**src/rtl/histogram_peak_locator.sv**
```systemverilog
// Walks all 256 x/y histogram bin pairs and reports, per axis, the peak bin, its count and
// the first/last bin whose count reaches a latched occupancy threshold.
module histogram_peak_locator (
  input  logic       clk,
  input  logic       reset,
  input  logic       start,
  input  logic [8:0] threshold,
  output logic       readHistogram,
  input  logic [8:0] xHistogramOut,
  input  logic [8:0] yHistogramOut,
  input  logic       xValid,
  input  logic       yValid,
  output logic       busy,
  output logic       done,
  output logic       error,
  output logic [7:0] xPeak,
  output logic [7:0] yPeak,
  output logic [8:0] xPeakCount,
  output logic [8:0] yPeakCount,
  output logic [7:0] xMin,
  output logic [7:0] xMax,
  output logic [7:0] yMin,
  output logic [7:0] yMax,
  output logic       boxValid
);

  typedef enum logic [2:0] {StIdle, StReq, StWait, StUpdate, StDone} state_e;

  typedef struct packed {
    logic [7:0] peak;
    logic [8:0] cnt;
    logic [7:0] lo;
    logic [7:0] hi;
    logic       occ;
  } axis_t;

  // Strict '>' keeps the lowest index on ties; the first occupied bin seeds both bounds.
  function automatic axis_t axis_step(input axis_t a, input logic [8:0] smp,
                                      input logic [7:0] idx, input logic [8:0] thr);
    axis_t r;
    r = a;
    if (smp > a.cnt) begin
      r.peak = idx;
      r.cnt  = smp;
    end
    if (smp >= thr) begin
      r.hi = idx;
      if (!a.occ) begin
        r.lo  = idx;
        r.occ = 1'b1;
      end
    end
    return r;
  endfunction

  state_e     state_q, state_d;
  logic [7:0] bin_q, bin_d;
  logic [3:0] wdog_q, wdog_d;
  logic [8:0] thr_q, thr_d;
  logic       xcap_q, xcap_d, ycap_q, ycap_d;
  logic [8:0] xsmp_q, xsmp_d, ysmp_q, ysmp_d;
  axis_t      shx_q, shx_d, shy_q, shy_d;
  axis_t      resx_q, resx_d, resy_q, resy_d;
  logic       err_q, err_d;
  logic       load_res, timeout;

  always_comb begin
    state_d  = state_q;
    bin_d    = bin_q;
    wdog_d   = wdog_q;
    thr_d    = thr_q;
    xcap_d   = xcap_q;
    ycap_d   = ycap_q;
    xsmp_d   = xsmp_q;
    ysmp_d   = ysmp_q;
    shx_d    = shx_q;
    shy_d    = shy_q;
    resx_d   = resx_q;
    resy_d   = resy_q;
    err_d    = err_q;
    load_res = 1'b0;
    timeout  = 1'b0;

    case (state_q)
      StIdle: begin
        if (start) begin
          state_d = StReq;
          bin_d   = 8'd0;
          thr_d   = threshold;
          shx_d   = '0;
          shy_d   = '0;
          err_d   = 1'b0;
        end
      end
      StReq: begin
        xcap_d  = 1'b0;
        ycap_d  = 1'b0;
        wdog_d  = 4'd0;
        state_d = StWait;
      end
      StWait: begin
        if (xValid && !xcap_q) begin
          xcap_d = 1'b1;
          xsmp_d = xHistogramOut;
        end
        if (yValid && !ycap_q) begin
          ycap_d = 1'b1;
          ysmp_d = yHistogramOut;
        end
        if (xcap_d && ycap_d) begin
          state_d = StUpdate;
        end else if (wdog_q == 4'd15) begin
          state_d  = StDone;
          load_res = 1'b1;
          timeout  = 1'b1;
        end else begin
          wdog_d = wdog_q + 4'd1;
        end
      end
      StUpdate: begin
        shx_d = axis_step(shx_q, xsmp_q, bin_q, thr_q);
        shy_d = axis_step(shy_q, ysmp_q, bin_q, thr_q);
        if (bin_q == 8'd255) begin
          state_d  = StDone;
          load_res = 1'b1;
        end else begin
          bin_d   = bin_q + 8'd1;
          state_d = StReq;
        end
      end
      StDone: state_d = StIdle;
      default: state_d = StIdle;
    endcase

    // Results become visible together with the done pulse; a timed-out scan reports zeros.
    if (load_res) begin
      resx_d = timeout ? '0 : shx_d;
      resy_d = timeout ? '0 : shy_d;
      err_d  = timeout;
    end
  end

  always_ff @(posedge clk or negedge reset) begin
    if (!reset) begin
      state_q <= StIdle;
      bin_q   <= 8'd0;
      wdog_q  <= 4'd0;
      thr_q   <= 9'd0;
      xcap_q  <= 1'b0;
      ycap_q  <= 1'b0;
      xsmp_q  <= 9'd0;
      ysmp_q  <= 9'd0;
      shx_q   <= '0;
      shy_q   <= '0;
      resx_q  <= '0;
      resy_q  <= '0;
      err_q   <= 1'b0;
    end else begin
      state_q <= state_d;
      bin_q   <= bin_d;
      wdog_q  <= wdog_d;
      thr_q   <= thr_d;
      xcap_q  <= xcap_d;
      ycap_q  <= ycap_d;
      xsmp_q  <= xsmp_d;
      ysmp_q  <= ysmp_d;
      shx_q   <= shx_d;
      shy_q   <= shy_d;
      resx_q  <= resx_d;
      resy_q  <= resy_d;
      err_q   <= err_d;
    end
  end

  assign readHistogram = (state_q == StReq);
  assign busy          = (state_q != StIdle);
  assign done          = (state_q == StDone);
  assign error         = err_q;
  assign xPeak         = resx_q.peak;
  assign xPeakCount    = resx_q.cnt;
  assign xMin          = resx_q.lo;
  assign xMax          = resx_q.hi;
  assign yPeak         = resy_q.peak;
  assign yPeakCount    = resy_q.cnt;
  assign yMin          = resy_q.lo;
  assign yMax          = resy_q.hi;
  assign boxValid      = resx_q.occ & resy_q.occ;

endmodule

```
**config.mk**
```make
export PLATFORM = sky130hd
export DESIGN_NAME = histogram_peak_locator
export DESIGN_NICKNAME = d
export VERILOG_FILES = /design/src/rtl/histogram_peak_locator.sv
export SDC_FILE = /design/constraint.sdc
export NUM_CORES = 1
export LEC_CHECK = 0
export CAP_MARGIN = 20
export CORE_UTILIZATION = 40
export DETAILED_ROUTE_END_ITERATION = 12
export GPL_TIMING_DRIVEN = 0
export SYNTH_ARGS = -nofsm -noshare
export SYNTH_HDL_FRONTEND = slang
export SYNTH_SLANG_ARGS = --single-unit
```
**constraint.sdc**
```tcl
create_clock -name clk -period 4.55 [get_ports clk]
set_input_delay 0.91 -clock clk [delete_from_list [all_inputs] [get_ports clk]]
set_output_delay 0.91 -clock clk [all_outputs]
set_load 0.1 [all_outputs]
```
### The clock network

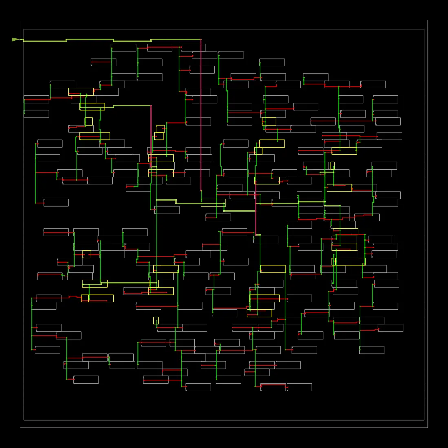
TritonCTS Buffers: 17
Clock group: 1.50 mW

### Close-up of the layout

Window x 13 to 63, y 88 to 138 um. Cells in gray, sequential cells in the stronger gray; small squares are vias.
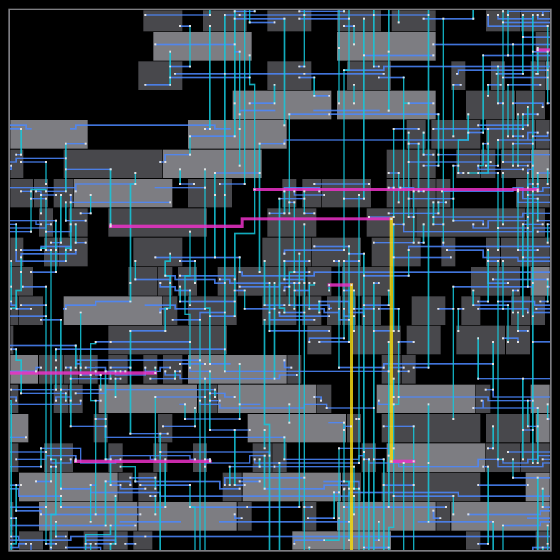
met3: shown in magenta. met2: shown in cyan. met4: shown in yellow. met1: shown in blue.
145 logic cells have their middle in the window. Most frequent: dfrtp_1 (22), ha_1 (18). Sequential cells in the window: 22. Netlist names of flops here include `thr_q` (9), `ysmp_q` (7), `bin_q` (2).

==> impl_metrics.json <==
{
  "run_status": "finished clean",
  "grt_pass1_wl_um": 33700,
  "tritoncts_num_sinks": 181,
  "power_density_mw_per_mm2": 546,
  "fin_ws_ns": 0.762,
  "cts.repair.resized": 0,
  "synth_top_cell_by_count": "sky130_fd_sc_hd__dfrtp_1",
  "holdCritStartpoint": "xPeakCount[6]$_DFFE_PN0P_",
  "grt.total_usage": 0.197,
  "enable_flop_cells": 0,
  "drc_errors": 0,
  "placement_rows": 53,
  "crit_family": "buffers and inverters",
  "synth.avg_cell_area_sq_um": 10.7,
  "post_synth_num_cell_types": 54,
  "setup-tns-final_ns": 0,
  "rr_startpoint": "ysmp_q[0]$_DFFE_PN0P_",
  "fp.dieH_um": 150,
  "core_area_sq_mm": 0.0213,
  "setup_viol_count_final": 0,
  "drt_wl_total_um": 20900,
  "postPlaceCellArea_sq_mm": 0.0102,
  "first_pass_iters": 5,
  "wl_per_cell_um": 17.0,
  "synth.largest_area_cell": "sky130_fd_sc_hd__dfrtp_1",
  "final_cycle_share": 0.833,
  "vias": 6337,
  "area_growth_syn_to_layout_pct": 22.7,
  "critical_path.cell_chain": "buf_2, nor3b_1, clkdlybuf4s50_1",
  "layout.cell_area.non_filler_sq_mm": 0.0108,
  "drtIter0Drc": 353,
  "finalNonFillerCells": 1231
}
### Register map, names as in the netlist

Other sequential cells in the stronger gray, the rest of the logic in the fainter gray.
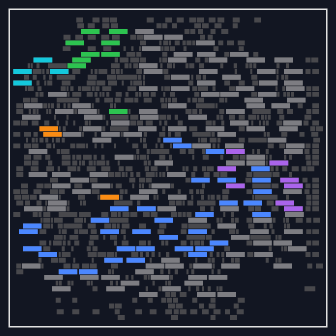
`xMin`: shown in purple, sequential cells 8, where middle right. `ysmp_q`: shown in green, sequential cells 9, where upper left. `shx_q`: shown in blue, sequential cells 34. `state_q`: shown in orange, sequential cells 3. `wdog_q`: shown in cyan, sequential cells 4, where upper left.
Another 123 sequential cells are not colored.
end-of-flow core utilization: 0.507
Seq. cell area: 0.00453 sq mm
share of the final layout cell area in sequential cells: 0.420
P_seq: 2.12 mW

==> where the power goes <==
part | switching, mW | total, mW | internal (mW)
sequential | 0.257 | 2.12 | 1.87
clock | 0.618 | 1.50 | 0.880
combinational | 1.41 | 2.27 | 0.860
total | 2.28 | 5.89 | 3.61
==> registers in the layout (all words and copies together) (netlist names), 9 cells and up <==
signal and flops:
shx_q 34, shy_q 34, thr_q 9, xPeakCount 9, xsmp_q 9, yPeakCount 9, ysmp_q 9
==> layer usage <==
metal	vias to the layer above	global-route usage	routed length [um]
met5	-	0	0
met4	0	0.0581	190
met3	12	0.0330	922
met2	154	0.306	9780
met1	3043	0.280	10000
li1	3128	-	-
==> worst min-delay path, cell delays in order, from the launching register on <==
cell                      delay, ns
sky130_fd_sc_hd__dfrtp_1       0.34
sky130_fd_sc_hd__nand2_1       0.05
sky130_fd_sc_hd__o21ai_0       0.06
==> logic make-up after synthesis <==
logic type | synth area share
compound gates | 0.187
simple gates | 0.102
flops | 0.515
buf+inv | 0.102
fa+ha+maj | 0.0541
mux | 0.0341
xor+xnor | 0.00597
==> how the worst min path moves through the flow <==
stage	endpoint	depth (start not counted)
2_1_floorplan	xPeakCount[4]$_DFFE_PN0P_	2
3_3_place_gp	xPeakCount[6]$_DFFE_PN0P_	2
3_5_place_dp	xPeakCount[6]$_DFFE_PN0P_	2
4_1_cts	xPeakCount[6]$_DFFE_PN0P_	2
5_1_grt	shx_q[3]$_DFF_PN0_	1
6_report	xPeakCount[6]$_DFFE_PN0P_	2
==> layout make-up <==
cell class,instances,area [sq um],share of cell area
multi-input combinational,492,3370,0.313
clock inverter,11,153,0.0141
buffer,118,777,0.0720
inverter,31,116,0.0108
sequential,181,4530,0.420
tap,275,344,0.0319
timing repair buffer,103,1050,0.0976
clock buffer,20,447,0.0414
Power figures rest on the tool's default switching activity, not on a simulated workload.
